===== config.mk =====
export PLATFORM = sky130hd
export DESIGN_NAME = dadda_mul_stream_sequencer
export DESIGN_NICKNAME = d
export VERILOG_FILES = /design/src/rtl/dadda_seq_pkg.sv /design/src/rtl/dadda_seq_serializer.sv /design/src/rtl/dadda_mul_stream_sequencer.sv
export SDC_FILE = /design/constraint.sdc
export NUM_CORES = 1
export LEC_CHECK = 0
export CAP_MARGIN = 40
export CORE_MARGIN = 8
export CORE_UTILIZATION = 25
export DETAILED_ROUTE_END_ITERATION = 10
export PLACE_DENSITY_LB_ADDON = 0.3
export SETUP_SLACK_MARGIN = 0.02
export SKIP_CTS_REPAIR_TIMING = 1
export SYNTH_ARGS = -nofsm -noshare
export SYNTH_HDL_FRONTEND = slang
export SYNTH_SLANG_ARGS = --single-unit

===== constraint.sdc =====
create_clock -name clk -period 4.1 [get_ports clk]
set_clock_uncertainty 0.2 [all_clocks]
set_input_delay 0.82 -clock clk [delete_from_list [all_inputs] [get_ports clk]]
set_output_delay 0.82 -clock clk [all_outputs]
set_load 0.1 [all_outputs]

===== src/rtl/dadda_seq_pkg.sv =====
// Shared definitions for the Dadda multiplier stream sequencer:
// operand/product widths, FSM state encoding and word-count helpers.
package dadda_seq_pkg;

    localparam int OP_W   = 64;
    localparam int PROD_W = 129;

    typedef enum logic [1:0] {
        LOAD  = 2'd0,
        WAIT  = 2'd1,
        DRAIN = 2'd2
    } seq_state_t;

    // Number of stream words needed to carry both 64-bit operands.
    function automatic int in_words(input int word_w);
        return (2 * OP_W) / word_w;
    endfunction

    // Number of stream words needed to carry the 129-bit product (rounded up).
    function automatic int out_words(input int word_w);
        return (PROD_W + word_w - 1) / word_w;
    endfunction

endpackage


===== src/rtl/dadda_seq_serializer.sv =====
// Product serializer: captures the 129-bit multiplier result and streams it
// out least-significant word first, zero-padding above bit 128 in the last
// word. Holds its word under backpressure.
module dadda_seq_serializer
    import dadda_seq_pkg::*;
#(
    parameter int WORD_W = 32
) (
    input  logic              clk,
    input  logic              rst_n,
    input  logic              cap,
    input  logic              cap_zero,
    input  logic [PROD_W-1:0] mul_c,
    output logic              out_valid,
    input  logic              out_ready,
    output logic [WORD_W-1:0] out_data,
    output logic              out_last,
    output logic              done
);

    localparam int         OUT_WORDS = out_words(WORD_W);
    localparam int         PAD_W     = OUT_WORDS * WORD_W - PROD_W;
    localparam logic [3:0] LAST_J    = 4'(OUT_WORDS - 1);

    logic [PROD_W-1:0]           prod_q;
    logic [3:0]                  j_q;
    logic                        vld_q;
    logic [OUT_WORDS*WORD_W-1:0] prod_pad;
    logic [7:0]                  rd_lsb;
    logic                        hs;
    logic                        at_last;

    assign prod_pad = {{PAD_W{1'b0}}, prod_q};
    assign rd_lsb   = 8'(j_q) * 8'(WORD_W);
    assign hs       = vld_q & out_ready;
    assign at_last  = (j_q == LAST_J);
    assign done     = hs & at_last;

    // Capture the product, then advance one word per accepted handshake.
    always_ff @(posedge clk) begin
        if (!rst_n) begin
            prod_q <= '0;
            j_q    <= '0;
            vld_q  <= 1'b0;
        end else if (cap) begin
            prod_q <= cap_zero ? '0 : mul_c;
            j_q    <= '0;
            vld_q  <= 1'b1;
        end else if (hs) begin
            if (at_last) begin
                vld_q <= 1'b0;
                j_q   <= '0;
            end else begin
                j_q <= j_q + 4'd1;
            end
        end
    end

    // Word mux is gated by valid so the bus reads zero while idle.
    always_comb begin
        out_valid = vld_q;
        out_data  = '0;
        out_last  = 1'b0;
        if (vld_q) begin
            out_data = prod_pad[rd_lsb +: WORD_W];
            out_last = at_last;
        end
    end

endmodule


===== src/rtl/dadda_mul_stream_sequencer.sv =====
// Streaming front/back end for an external 64x64 combinational Dadda
// multiplier. Operand words (A low-to-high, then B low-to-high) are
// assembled into registers that drive the core, the core is given MUL_WAIT
// cycles to settle, and the 129-bit product is streamed out as words.
// Optional build macro DADDA_SEQ_ZERO_BYPASS_EN: when either operand is zero
// the settle interval is skipped and a zero product is emitted directly.
module dadda_mul_stream_sequencer
    import dadda_seq_pkg::*;
#(
    parameter int WORD_W   = 32,
    parameter int MUL_WAIT = 2
) (
    input  logic              clk,
    input  logic              rst_n,
    input  logic              in_valid,
    output logic              in_ready,
    input  logic [WORD_W-1:0] in_data,
    output logic              out_valid,
    input  logic              out_ready,
    output logic [WORD_W-1:0] out_data,
    output logic              out_last,
    output logic [OP_W-1:0]   mul_a,
    output logic [OP_W-1:0]   mul_b,
    input  logic [PROD_W-1:0] mul_c,
    output logic              busy
);

    localparam int         IN_WORDS  = in_words(WORD_W);
    localparam logic [3:0] LAST_K    = 4'(IN_WORDS - 1);
    localparam logic [3:0] WAIT_INIT = 4'(MUL_WAIT - 1);

    seq_state_t          state_q;
    seq_state_t          state_d;
    logic [3:0]          k_q;
    logic [3:0]          wait_q;
    logic [2*OP_W-1:0]   ops_q;
    logic [2*OP_W-1:0]   ops_d;
    logic [7:0]          wr_lsb;
    logic                beat;
    logic                last_beat;
    logic                cap;
    logic                cap_zero;
    logic                ser_done;
    logic                zero_op;

    // Handshake is derived from the state register directly so it does not
    // loop back through the FSM output logic.
    assign beat      = in_valid & (state_q == LOAD);
    assign last_beat = beat & (k_q == LAST_K);
    assign wr_lsb    = 8'(k_q) * 8'(WORD_W);

    assign mul_a = ops_q[OP_W-1:0];
    assign mul_b = ops_q[2*OP_W-1:OP_W];

    // Operand image as it will look after the current beat is written.
    always_comb begin
        ops_d = ops_q;
        ops_d[wr_lsb +: WORD_W] = in_data;
    end

`ifdef DADDA_SEQ_ZERO_BYPASS_EN
    // Zero test uses the post-write image so the final B word is included.
    assign zero_op = (ops_d[OP_W-1:0] == '0) || (ops_d[2*OP_W-1:OP_W] == '0);
`else
    assign zero_op = 1'b0;
`endif

    // FSM state register.
    always_ff @(posedge clk) begin
        if (!rst_n) begin
            state_q <= LOAD;
        end else begin
            state_q <= state_d;
        end
    end

    // Next-state logic and control outputs.
    always_comb begin
        state_d  = state_q;
        cap      = 1'b0;
        cap_zero = 1'b0;
        in_ready = 1'b0;
        busy     = 1'b0;
        case (state_q)
            LOAD: begin
                in_ready = 1'b1;
                if (last_beat) begin
                    if (zero_op) begin
                        cap      = 1'b1;
                        cap_zero = 1'b1;
                        state_d  = DRAIN;
                    end else begin
                        state_d = WAIT;
                    end
                end
            end
            WAIT: begin
                busy = 1'b1;
                if (wait_q == 4'd0) begin
                    cap     = 1'b1;
                    state_d = DRAIN;
                end
            end
            DRAIN: begin
                busy = 1'b1;
                if (ser_done) begin
                    state_d = LOAD;
                end
            end
            default: begin
                state_d = LOAD;
            end
        endcase
    end

    // Operand deserializer and settle counter; operands only change on beats.
    always_ff @(posedge clk) begin
        if (!rst_n) begin
            ops_q  <= '0;
            k_q    <= '0;
            wait_q <= '0;
        end else if (beat) begin
            ops_q <= ops_d;
            if (last_beat) begin
                k_q    <= '0;
                wait_q <= WAIT_INIT;
            end else begin
                k_q <= k_q + 4'd1;
            end
        end else if ((state_q == WAIT) && (wait_q != 4'd0)) begin
            wait_q <= wait_q - 4'd1;
        end
    end

    dadda_seq_serializer #(
        .WORD_W (WORD_W)
    ) u_ser (
        .clk       (clk),
        .rst_n     (rst_n),
        .cap       (cap),
        .cap_zero  (cap_zero),
        .mul_c     (mul_c),
        .out_valid (out_valid),
        .out_ready (out_ready),
        .out_data  (out_data),
        .out_last  (out_last),
        .done      (ser_done)
    );

endmodule


==> Table 3: Implementation characteristics, run 1 <==
Physical implementation characteristics

Parameter                              Value

Place
  DPL Wire Length    29.1 mm
  Port bufs    328
  Inst Count DP    2270
  Final weighted congestion of routability-driven global placement    0.842

Flow run
  OpenROAD warning count    33
  Max-Cap Viols    0

STA
  Final hold slack    0.252 ns
  Final number of hold-violating endpoints    0
  Post-route clock period utilization    0.848
  Pins over their slew limit    0
  Highest attainable clock frequency    288 MHz
  Transition time of the tightest slew-check pin    0.814 ns
  Total Neg Setup Slack    0 ns
  Unrepaired setup endpoints after global routing    no
  Slew Limit Headroom    0.457
  Shortest period the worst path allows    3.48 ns
  Number of failing setup endpoints in the final timing report    0

Power
  Leakage power    6.17 nW
  Power Total    6.17 mW
  Power density over cell area    342 nW/um2
  Worst IR drop on VDD    0.304 mV

Clocking
  Clock tree from TritonCTS    built
  CTS clock-pin slew for the worst setup and hold paths    0.06 ns
  Cell chosen for the clock root    clkbuf_16
  Total CTS buffers    31
  Deepest level of the CTS H-tree    1
  Worst-case clock buffer depth    3
  Sinks on Clock Net    272

Die
  Count of standard-cell rows    76
  Count of boundary I/O pins    329
  Initial standard-cell utilization of the core    0.252
  Total die area    50100 um2

Synth
  Flip-flop and latch count after synthesis    272
  Ys async rst share    0
  Post-synth top flop    dfxtp_1
  Area of the mapped netlist    10800 um2
  Summed standard-cell area reported by yosys    10800 um2
  Largest cells by area    dfxtp_1 50%, nand2_1 16%, a21oi_1 12%, mux4_2 6.7%, nand3_1 3.3%
  Mean instance size in the synthesized netlist    8.22 um2
  Gate count of the mapped netlist    1313
  Synthesized net count    1488
  Number of cell instances after yosys synthesis    1313
  Top cell type by total area after synthesis    dfxtp_1
  Number of enable flip-flop cells    0
  Post-synth seq share    0.505
  Dominant cell area share    0.505
  Number of distinct library cells after synthesis    37
  Synthesis warning total    0

Min path
  Hold crit path type    reg -> reg

Setup path
  Crit end category    output port
  Launching element type of the critical path    flip-flop
  Signal arrival time at the worst endpoint    2.46 ns
  Reg2reg setup slack    1.49 ns
  Buffers plus inverters on the worst setup path    2
  Crit path kind    reg -> out
  Family of cells with the greatest summed delay on the critical path    flip-flops
  Crit path max fanout    25
  Cell breakdown of the critical path    buf_12 > mux4_2 > nor2b_1 > buf_4
  Crit path required time    3.08 ns
  Largest stage delay, worst path    0.64 ns
  Slowest cell on crit path    dfxtp_2

GRT
  First-pass GRT wire length    63.4 mm
  Total routing resource utilization after global routing    0.156
  Number of global-route vias before repair    10900
  Global-route congestion overflow total    0
  Maximum number of pins on one net before global-route repair    116
  Number of antenna violations at the first check in global routing    6

Route
  Wirelength per Cell    17.5 um
  Violation count after the first detailed-route iteration    697
  Antenna-violating nets left    0
  1st-pass router iterations    6
  Routed vias    10700
  # DRC    0
  Via-to-Cell Ratio    4.59
  Wire length reported by the detailed router    40.7 mm

Status
  Result of the run    finished clean

Layout
  Post-layout instance count excluding filler cells    2325
  Net count reported at finish    1893
  Area Growth Syn to Fin    67.0%
  Layout filler cell count    4097
  Final core utilization    0.420
  Share of cells above drive strength 1    0.163
  Diode insertion count for antenna repair    0
[run 1: metrics by stage]
| stage | setup slack, ns | area, um2 |
|---|---|---|
| 4_1_cts | 0.532 | 18000 |
| 5_1_grt | 0.456 | 18000 |
| 6_report | 0.623 | 18000 |
| 2_1_floorplan | 0.254 | 10800 |
| 3_3_place_gp | 1.14 | 14500 |
| 3_5_place_dp | 1.11 | 17000 |
[run 1: path summary, 6_finish.rpt]
check / startpoint / end / cells after the start
setup reg to reg: k_q[0] / ops_q[100] / 6
hold / removal: u_ser.prod_q[36] / u_ser.prod_q[36] / 2
setup / recovery: u_ser.j_q[0] / out_data[26] / 4
hold reg to reg: u_ser.prod_q[36] / u_ser.prod_q[36] / 2
[run 1: registers in the layout, indices dropped and copies added, names as in the netlist]
signal / flops
u_ser.j_q: 4
k_q: 4
state_q: 2
ops_q: 128
wait_q: 4
u_ser.prod_q: 129
u_ser.out_valid: 1
[run 1: worst register-to-register path, cell delays in order (launching register included)]
cell and delay (ns):
dfxtp_2 0.32, buf_4 0.60, nand2_1 0.34, or4_1 0.47, buf_4 0.27, nand2_1 0.17, a21oi_1 0.08
[run 1: final cells by class]
cell class | instances | area, um2 | area share
clock buffer | 43 | 911 | 0.0505
timing repair buffer | 477 | 5900 | 0.327
tap | 585 | 732 | 0.0406
multi-input combinational | 923 | 4850 | 0.269
inverter | 13 | 56.3 | 0.00312
sequential | 272 | 5450 | 0.302
clock inverter | 12 | 124 | 0.00687
[run 1: cell usage after synthesis (10+ instances only)]
cell / instances
a21oi_1: 264
nor2b_1: 31
nand2_1: 462
dfxtp_1: 272
inv_1: 13
nor2_1: 13
ha_1: 10
mux4_2: 32
nand3_1: 72
clkbuf_1: 67
buf_2: 22
buf_4: 10
[run 1: routing by layer]
layer	up-vias	track usage	routed length [um]
met1	5022	0.194	17100
met3	67	0.0539	3760
met5	-	0	68
met4	10	0.0321	787
met2	402	0.259	19000
li1	5169	-	-
[run 1: power by group]
part           internal, mW  switching, mW
Sequential             2.68         0.0214
Combinational         0.287          0.391
Clock                  1.66           1.13
Total                  4.63           1.54
[run 1: placed cells by master (no fill, tap or decap), drive strengths merged, types with 3 or more instances in the layout]
master / instances
clkinv: 5
dfxtp: 272
nand4: 4
nor2b: 31
nor3: 3
ha: 10
xor2: 3
xnor2: 3
a21oi: 264
nand3: 72
clkbuf: 43
nor2: 13
buf: 187
clkdlybuf4s50: 290
mux4: 32
nand2b: 3
clkinvlp: 4
inv: 14
nand2: 462
[run 1: cell families (layout without fill, tap and decap cells)]
kind of cell / count (synthesis) / count (layout) / synth area share
AOI/OAI and AO/OA: 272 / 272 / 0.128
xor gates and xnor gates: 6 / 6 / 0.00487
adders and majority gates: 10 / 10 / 0.0116
buffers and inverters: 118 / 545 / 0.0493
DFF: 272 / 272 / 0.505
muxes: 32 / 32 / 0.0668
and+or+nand+nor: 603 / 603 / 0.235
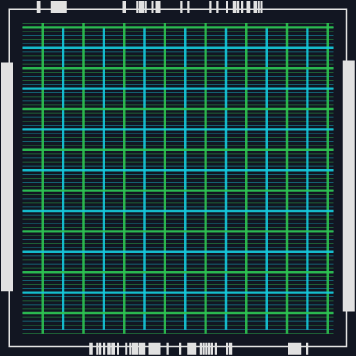
Figure 1: run 1, supply network.
Drawn at 1.5 px/um. Pins as bars on the die edge.
net	color
VDD	cyan
VSS	green
met5 straps	15
met1 rails	77
signal pins	329
rows	76
met4 straps	15
floorplan die width: 224 um
vertical die dimension: 224 um

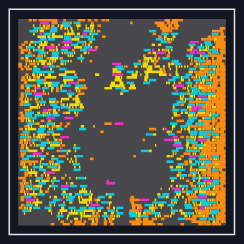
Figure 2: run 1, cells colored by class.
Drawn at 1 px/um. Fill, decap, tap and diode cells in gray.
class	color	cells	share of their area
remaining buffers and delay cells	orange	477	34%
sequential cells	cyan	272	32%
clock drivers and dummy loads	magenta	55	6.0%
combinational and other logic	yellow	936	28%
core footprint: 42900 um2
sequential cell area share: 0.302

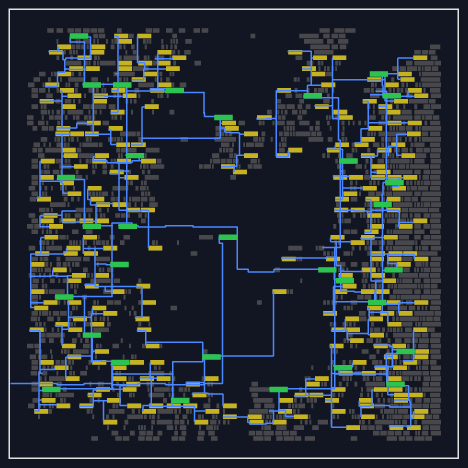
Figure 3: run 1, routed clock nets over the placement.
Drawn at 2 px/um.
[flip-flops] yellow | count: 272
[clock wires] blue | length: 3870 um
[clock drivers] green | count: 31
routed clock nets	32
clock insertion delay at the later pin of the skew report: 0.57 ns
Clk pwr share: 0.453

Figure 4. Metal layers overlaid (run 1).
Drawn at 1.5 px/um. Two of the layers only.
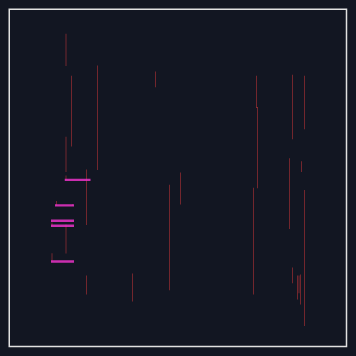

==> run 2: changes to the inputs <==
- clock period: 4.1 -> 3.2 ns (I/O delays scaled with it)
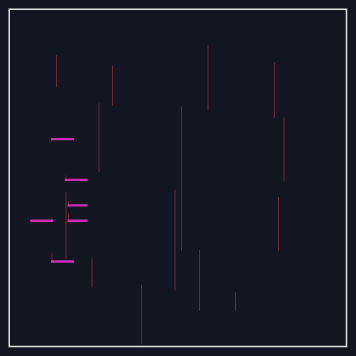
Figure 5: run 2, metal layers overlaid.
Drawn at 1.5 px/um. Two of the layers only.
layer	color	wire length
metal 4	red	588 um
metal 5	magenta	79.1 um
wire length reported by the detailed router: 37.9 mm
total routing resource utilization after global routing: 0.145
Wirelength per Cell: 17.2 um
routed vias: 9938

==> run 2 against run 1 <==
Core utilization is 5.2 points lower; die area unchanged; clock power rose by 27%; critical path type unchanged; largest cell class is now sequential cells; non-clock buffer count down 122.
==> Table 3: Implementation characteristics, run 2 <==
Physical implementation characteristics

Parameter                              Value

Layout
  Regs by FF count    u_ser.prod_q (129), ops_q (128)
  Layout filler cell count    4430 (+8.1%)
  Flip-flop count of the largest register, all copies and words added    129 (unchanged)
  Area Growth Syn to Fin    46.2%
  Top reg by flops    u_ser.prod_q
  Final core utilization    0.368 (-0.0524)
  Most frequent logic cells in the routed design    461 x nand2_1, 269 x dfxtp_1, 264 x a21oi_1
  Most common library cell in the layout ignoring fill and taps    nand2_1

Synth
  Yosys top cell by instances    nand2_1
  Synthesized net count    1488 (unchanged)
  Number of cell instances after yosys synthesis    1313 (unchanged)
  Mux cell area share    0.0668 (unchanged)
  Number of distinct library cells after synthesis    37 (unchanged)
  FA/HA/MAJ Cells, Area Fraction    0.0116 (unchanged)
  Area fraction in compound gates    0.128 (unchanged)
  Ys async rst share    0 (unchanged)
  Yosys simple share    0.235 (unchanged)
  Post-synth seq share    0.505 (unchanged)
  Dominant combinational family    simple AND/OR/NAND/NOR gates
  Area of the mapped netlist    10800 um2 (unchanged)
  Flip-flop and latch count after synthesis    272 (unchanged)

Place
  Final weighted congestion of routability-driven global placement    0.810 (-3.8%)
  Port bufs    328 (unchanged)
  Cell Area, Placed    14800 um2 (-13%)
  DPL Wire Length    27.0 mm (-7.1%)

Power
  Power density over cell area    491 nW/um2 (+43%)
  Switch share    0.252 (+0.00199)
  Combinational fraction of design power    0.099 (-0.011)
  Worst IR drop on VDD    0.356 mV (+17%)
  Net Sw Power    1.95 mW (+27%)
  Pint    5.80 mW (+25%)
  Clk pwr share    0.455 (+0.002)

STA
  Highest attainable clock frequency    330 MHz
  Number of failing setup endpoints in the final timing report    0 (unchanged)
  Transition time of the tightest slew-check pin    0.812 ns (-0.00167 ns)
  Slew Limit Headroom    0.458 (+0.00111)
  Final number of hold-violating endpoints    0 (unchanged)
  Final setup slack of the worst path    0.171 ns (-0.452 ns)
  Shortest period the worst path allows    3.03 ns

Setup path
  Cell breakdown of the critical path    buf_12 > mux4_2 > nor2b_1 > buf_12
  Slowest cell on crit path    dfxtp_2
  Largest stage delay, worst path    0.69 ns (+0.05 ns)
  Crit path required time    2.36 ns (-0.72 ns)
  Reg2reg setup slack    0.75 ns (-0.74 ns)

Clocking
  Deepest level of the CTS H-tree    1 (unchanged)
  Clock insertion delay at the later pin of the skew report    0.57 ns (about the same)
  Cell chosen for the clock root    clkbuf_16
  Total CTS buffers    31 (unchanged)
  CTS clock-pin slew for the worst setup and hold paths    0.06 ns (about the same)
  Sinks on Clock Net    272 (unchanged)
  Clock tree from TritonCTS    built

Route
  Via-to-Cell Ratio    4.51 (-1.7%)
  Antenna-violating nets left    0 (unchanged)
  1st-pass router iterations    5 (-1)

GRT
  Maximum number of pins on one net before global-route repair    71 (-39%)
  Number of antenna violations at the first check in global routing    8 (+2)
  Global-route congestion overflow total    0 (unchanged)

Status
  Result of the run    finished clean

Flow run
  Max-Cap Viols    0 (unchanged)

Die
  Total die area    50100 um2 (unchanged)
## run 2: path summary, 6_finish.rpt
kind                start            to  cells after the start
max          u_ser.j_q[1]  out_data[21]                      4
min             ops_q[18]     ops_q[18]                      2
max reg2reg        k_q[1]     ops_q[75]                      8
min reg2reg     ops_q[18]     ops_q[18]                      2
## run 2: per-stage QoR
step	TNS (ns)	instances
final	0	2202
after global routing	0	2201
after CTS	-0.0392	2200
after detailed placement	0	2148
after global placement	0	2148
after floorplan	-14.47	1313
## run 2: worst max-delay path: cells and delay by family, from the launching register on
kind	cells	cell delay (ns)
buffers and inverters	2	0.47
flip-flops	1	0.69
multiplexers	1	0.19
AND/OR/NAND/NOR	1	0.27
## run 2: logic make-up after synthesis
kind of cell | after synthesis
compound gates | 272
mux | 32
buf+inv | 118
xor+xnor | 6
fa+ha+maj | 10
flops | 272
simple gates | 603
## run 2: area by class of cell
class | count | area, um2 | share of cell area
inverter | 13 | 56.3 | 0.00357
clock inverter | 15 | 173 | 0.0109
clock buffer | 37 | 828 | 0.0525
multi-input combinational | 923 | 4850 | 0.308
antenna | 2 | 5.00 | 0.000317
tap | 585 | 732 | 0.0464
sequential | 272 | 5450 | 0.345
timing repair buffer | 355 | 3680 | 0.233
## run 2: power by group through the flow
| stage | registers, mW | logic, mW | clock network [mW] |
|---|---|---|---|
| 4_1_cts | 3.45 | 0.776 | 3.65 |
| 3_5_place_dp | 3.53 | 0.774 | 0 |
| 5_1_grt | 3.46 | 0.812 | 3.79 |
| 6_report | 3.45 | 0.767 | 3.53 |
| 2_1_floorplan | 3.73 | 0.195 | 0 |
| 3_3_place_gp | 3.53 | 0.770 | 0 |
## run 2: metal layers
metal / global-route usage / share of wire
met2: 0.228 / 0.44
met5: 0 / 0.0021
met4: 0.0310 / 0.016
met3: 0.0604 / 0.10
met1: 0.183 / 0.44
==> run 3: changes to the inputs <==
- GPL_ROUTABILITY_DRIVEN: not set -> 0
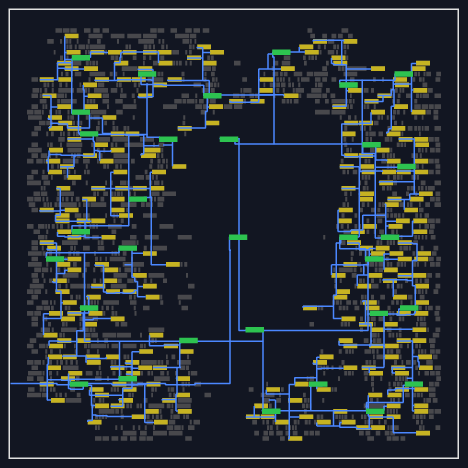
Figure 6: run 3, routed clock nets over the placement.
Drawn at 2 px/um.
[flip-flops] yellow | count: 272
[clock drivers] green | count: 31
[clock wires] blue | length: 3870 um
routed clock nets	32
flops lie	widely spread
Clock group: 3.53 mW
Clk pwr share: 0.455

==> run 3 against run 2 <==
Die area unchanged; sequential cell count unchanged; global-route usage unchanged; highest routed layer unchanged; area after synthesis unchanged; non-clock buffer count unchanged; register-to-register slack about the same; first-iteration DRC count unchanged; largest power group unchanged; final area unchanged; sequential power about the same; critical path depth unchanged; core utilization unchanged; sequential share of layout area unchanged.
==> Table 3: Implementation characteristics, run 3 <==
Physical implementation characteristics

Parameter                              Value

Synth
  Area of the mapped netlist    10800 um2 (unchanged)
  Top cell type by total area after synthesis    dfxtp_1
  Number of cell instances after yosys synthesis    1313 (unchanged)
  Number of distinct library cells after synthesis    37 (unchanged)
  Dominant cell area share    0.505
  Gate count of the mapped netlist    1313
  Synthesis warning total    0
  Flip-flop and latch count after synthesis    272 (unchanged)
  Post-synth seq share    0.505 (unchanged)
  Post-synth top flop    dfxtp_1
  Top cells by count, synth    462 x nand2_1, 272 x dfxtp_1, 264 x a21oi_1
  Yosys top cell by instances    nand2_1
  Summed standard-cell area reported by yosys    10800 um2
  Synthesized net count    1488 (unchanged)
  Mean instance size in the synthesized netlist    8.22 um2
  Number of enable flip-flop cells    0
  Largest cells by area    dfxtp_1 50%, nand2_1 16%, a21oi_1 12%, mux4_2 6.7%, nand3_1 3.3%
  Ys async rst share    0 (unchanged)

GRT
  Number of global-route vias before repair    9871
  Total routing resource utilization after global routing    0.145 (unchanged)
  First-pass GRT wire length    58.4 mm
  Global-route congestion overflow total    0 (unchanged)
  Maximum number of pins on one net before global-route repair    71 (unchanged)
  Number of antenna violations at the first check in global routing    8 (unchanged)

Power
  Power density over cell area    491 nW/um2 (unchanged)
  Power Total    7.75 mW
  Leakage power    5.46 nW
  Worst IR drop on VDD    0.356 mV (unchanged)

Setup path
  Crit path required time    2.36 ns (about the same)
  Launching element type of the critical path    flip-flop
  CP most frequent cell    buf_12
  Crit path kind    reg -> out
  Crit path max fanout    20
  Signal arrival time at the worst endpoint    2.19 ns
  Crit end category    output port
  Buffers plus inverters on the worst setup path    2 (unchanged)
  Slowest cell on crit path    dfxtp_2
  Largest stage delay, worst path    0.69 ns (about the same)
  Cell breakdown of the critical path    buf_12 > mux4_2 > nor2b_1 > buf_12
  Family of cells with the greatest summed delay on the critical path    flip-flops

STA
  Shortest period the worst path allows    3.03 ns (unchanged)
  Highest attainable clock frequency    330 MHz (unchanged)
  Total Neg Setup Slack    0 ns (unchanged)
  Unrepaired setup endpoints after global routing    no
  Transition time of the tightest slew-check pin    0.812 ns (unchanged)
  Final number of hold-violating endpoints    0 (unchanged)
  Post-route clock period utilization    0.947
  Number of failing setup endpoints in the final timing report    0 (unchanged)
  Final setup slack of the worst path    0.171 ns (unchanged)
  Slew Limit Headroom    0.458 (unchanged)
  Pins over their slew limit    0

Layout
  Area Growth Syn to Fin    46.2% (unchanged)
  Top reg by flops    u_ser.prod_q
  Most common library cell in the layout ignoring fill and taps    nand2_1
  Share of cells above drive strength 1    0.177
  Most frequent logic cells in the routed design    461 x nand2_1, 269 x dfxtp_1, 264 x a21oi_1
  Post-layout instance count excluding filler cells    2202 (unchanged)
  Regs by FF count    u_ser.prod_q (129), ops_q (128)
  Flip-flop count of the largest register, all copies and words added    129 (unchanged)
  Net count reported at finish    1771

Route
  Wirelength per Cell    17.2 um (unchanged)
  Antenna-violating nets left    0 (unchanged)
  1st-pass router iterations    5 (unchanged)
  Routed vias    9938 (unchanged)
  Via-to-Cell Ratio    4.51 (unchanged)
  Wire length reported by the detailed router    37.9 mm (unchanged)
  Violation count after the first detailed-route iteration    525
  # DRC    0

Clocking
  Clock insertion delay at the later pin of the skew report    0.57 ns (about the same)
  Cell chosen for the clock root    clkbuf_16
  Worst-case clock buffer depth    3
  Deepest level of the CTS H-tree    1 (unchanged)
  Clock tree from TritonCTS    built
  Total CTS buffers    31 (unchanged)
  Sinks on Clock Net    272 (unchanged)
  CTS clock-pin slew for the worst setup and hold paths    0.06 ns (about the same)

Flow run
  OpenROAD warning count    32
  Max-Cap Viols    0 (unchanged)

Min path
  Hold crit path type    reg -> reg

Place
  Setup slack after placement    0.412 ns
  Port bufs    328 (unchanged)
  Inst Count DP    2148 (unchanged)
  DPL Wire Length    27.0 mm (unchanged)

Die
  Count of boundary I/O pins    329
  Count of standard-cell rows    76
  Vertical die dimension    224 um
  Total die area    50100 um2 (unchanged)
  Core footprint    42900 um2
  Initial standard-cell utilization of the core    0.252
  Floorplan die width    224 um

Status
  Result of the run    finished clean
## run 3: cell counts in the layout (fill, tap and decap cells not counted)
Identical to the previous run, type by type.
## run 3: metal layers
metal | vias to the layer above | part of all wire | GRT usage
met2 | 326 | 0.44 | 0.228
met4 | 12 | 0.016 | 0.0310
met3 | 49 | 0.10 | 0.0604
met5 | - | 0.0021 | 0
met1 | 4606 | 0.44 | 0.183
li1 | 4945 | - | -
## run 3: cell families (layout without fill, tap and decap cells)
kind of cell	count (synthesis)	after routing	synth area share
other	0	2	0
buffers and inverters	118	420	0.0493
XOR/XNOR	6	6	0.00487
flip-flops	272	272	0.505
multiplexers	32	32	0.0668
AND/OR/NAND/NOR	603	603	0.235
adder cells (fa/ha/maj)	10	10	0.0116
AND-OR/OR-AND	272	272	0.128
## run 3: path summary, 6_finish.rpt
| kind | start | endpoint | slack (ns) | depth (start not counted) |
|---|---|---|---|---|
| worst min-delay path | ops_q[18] | ops_q[18] | 0.25 | 2 |
| worst max register to register | k_q[1] | ops_q[75] | 0.75 | 8 |
| worst min register to register | ops_q[18] | ops_q[18] | 0.25 | 2 |
| worst max-delay path | u_ser.j_q[1] | out_data[21] | 0.17 | 4 |
## run 3: worst reg2reg max path, stage by stage, from the launching register on
cell and delay, ns:
dfxtp_1 0.40, inv_1 0.06, ha_1 0.18, ha_1 0.24, nand4b_2 0.30, or4_1 0.50, buf_4 0.25, nand2_1 0.15
a21oi_1 0.07
## run 3: per-stage QoR
stage               hold slack [ns]  utilization  cell area, um2
floorplan                     0.233            -           10800
CTS                           0.252        0.368           15800
finish                        0.250        0.368           15800
detailed placement            0.244        0.344           14800
global route                  0.268        0.368           15800
global placement              0.239        0.344           14800
## run 3: power breakdown
| part | switching (mW) | internal [mW] |
|---|---|---|
| combinational | 0.475 | 0.292 |
| sequential | 0.0244 | 3.43 |
| clock | 1.45 | 2.08 |
| total | 1.95 | 5.80 |
## run 3: final cells by class
cell class | instances | area (um2)
Clock buffer | 37 | 828
Antenna cell | 2 | 5.00
Tap cell | 585 | 732
Inverter | 13 | 56.3
Timing Repair Buffer | 355 | 3680
Clock inverter | 15 | 173
Sequential cell | 272 | 5450
Multi-Input combinational cell | 923 | 4850
Fill cell | 4430 | 27100
Power is estimated from default activity; no workload was simulated.
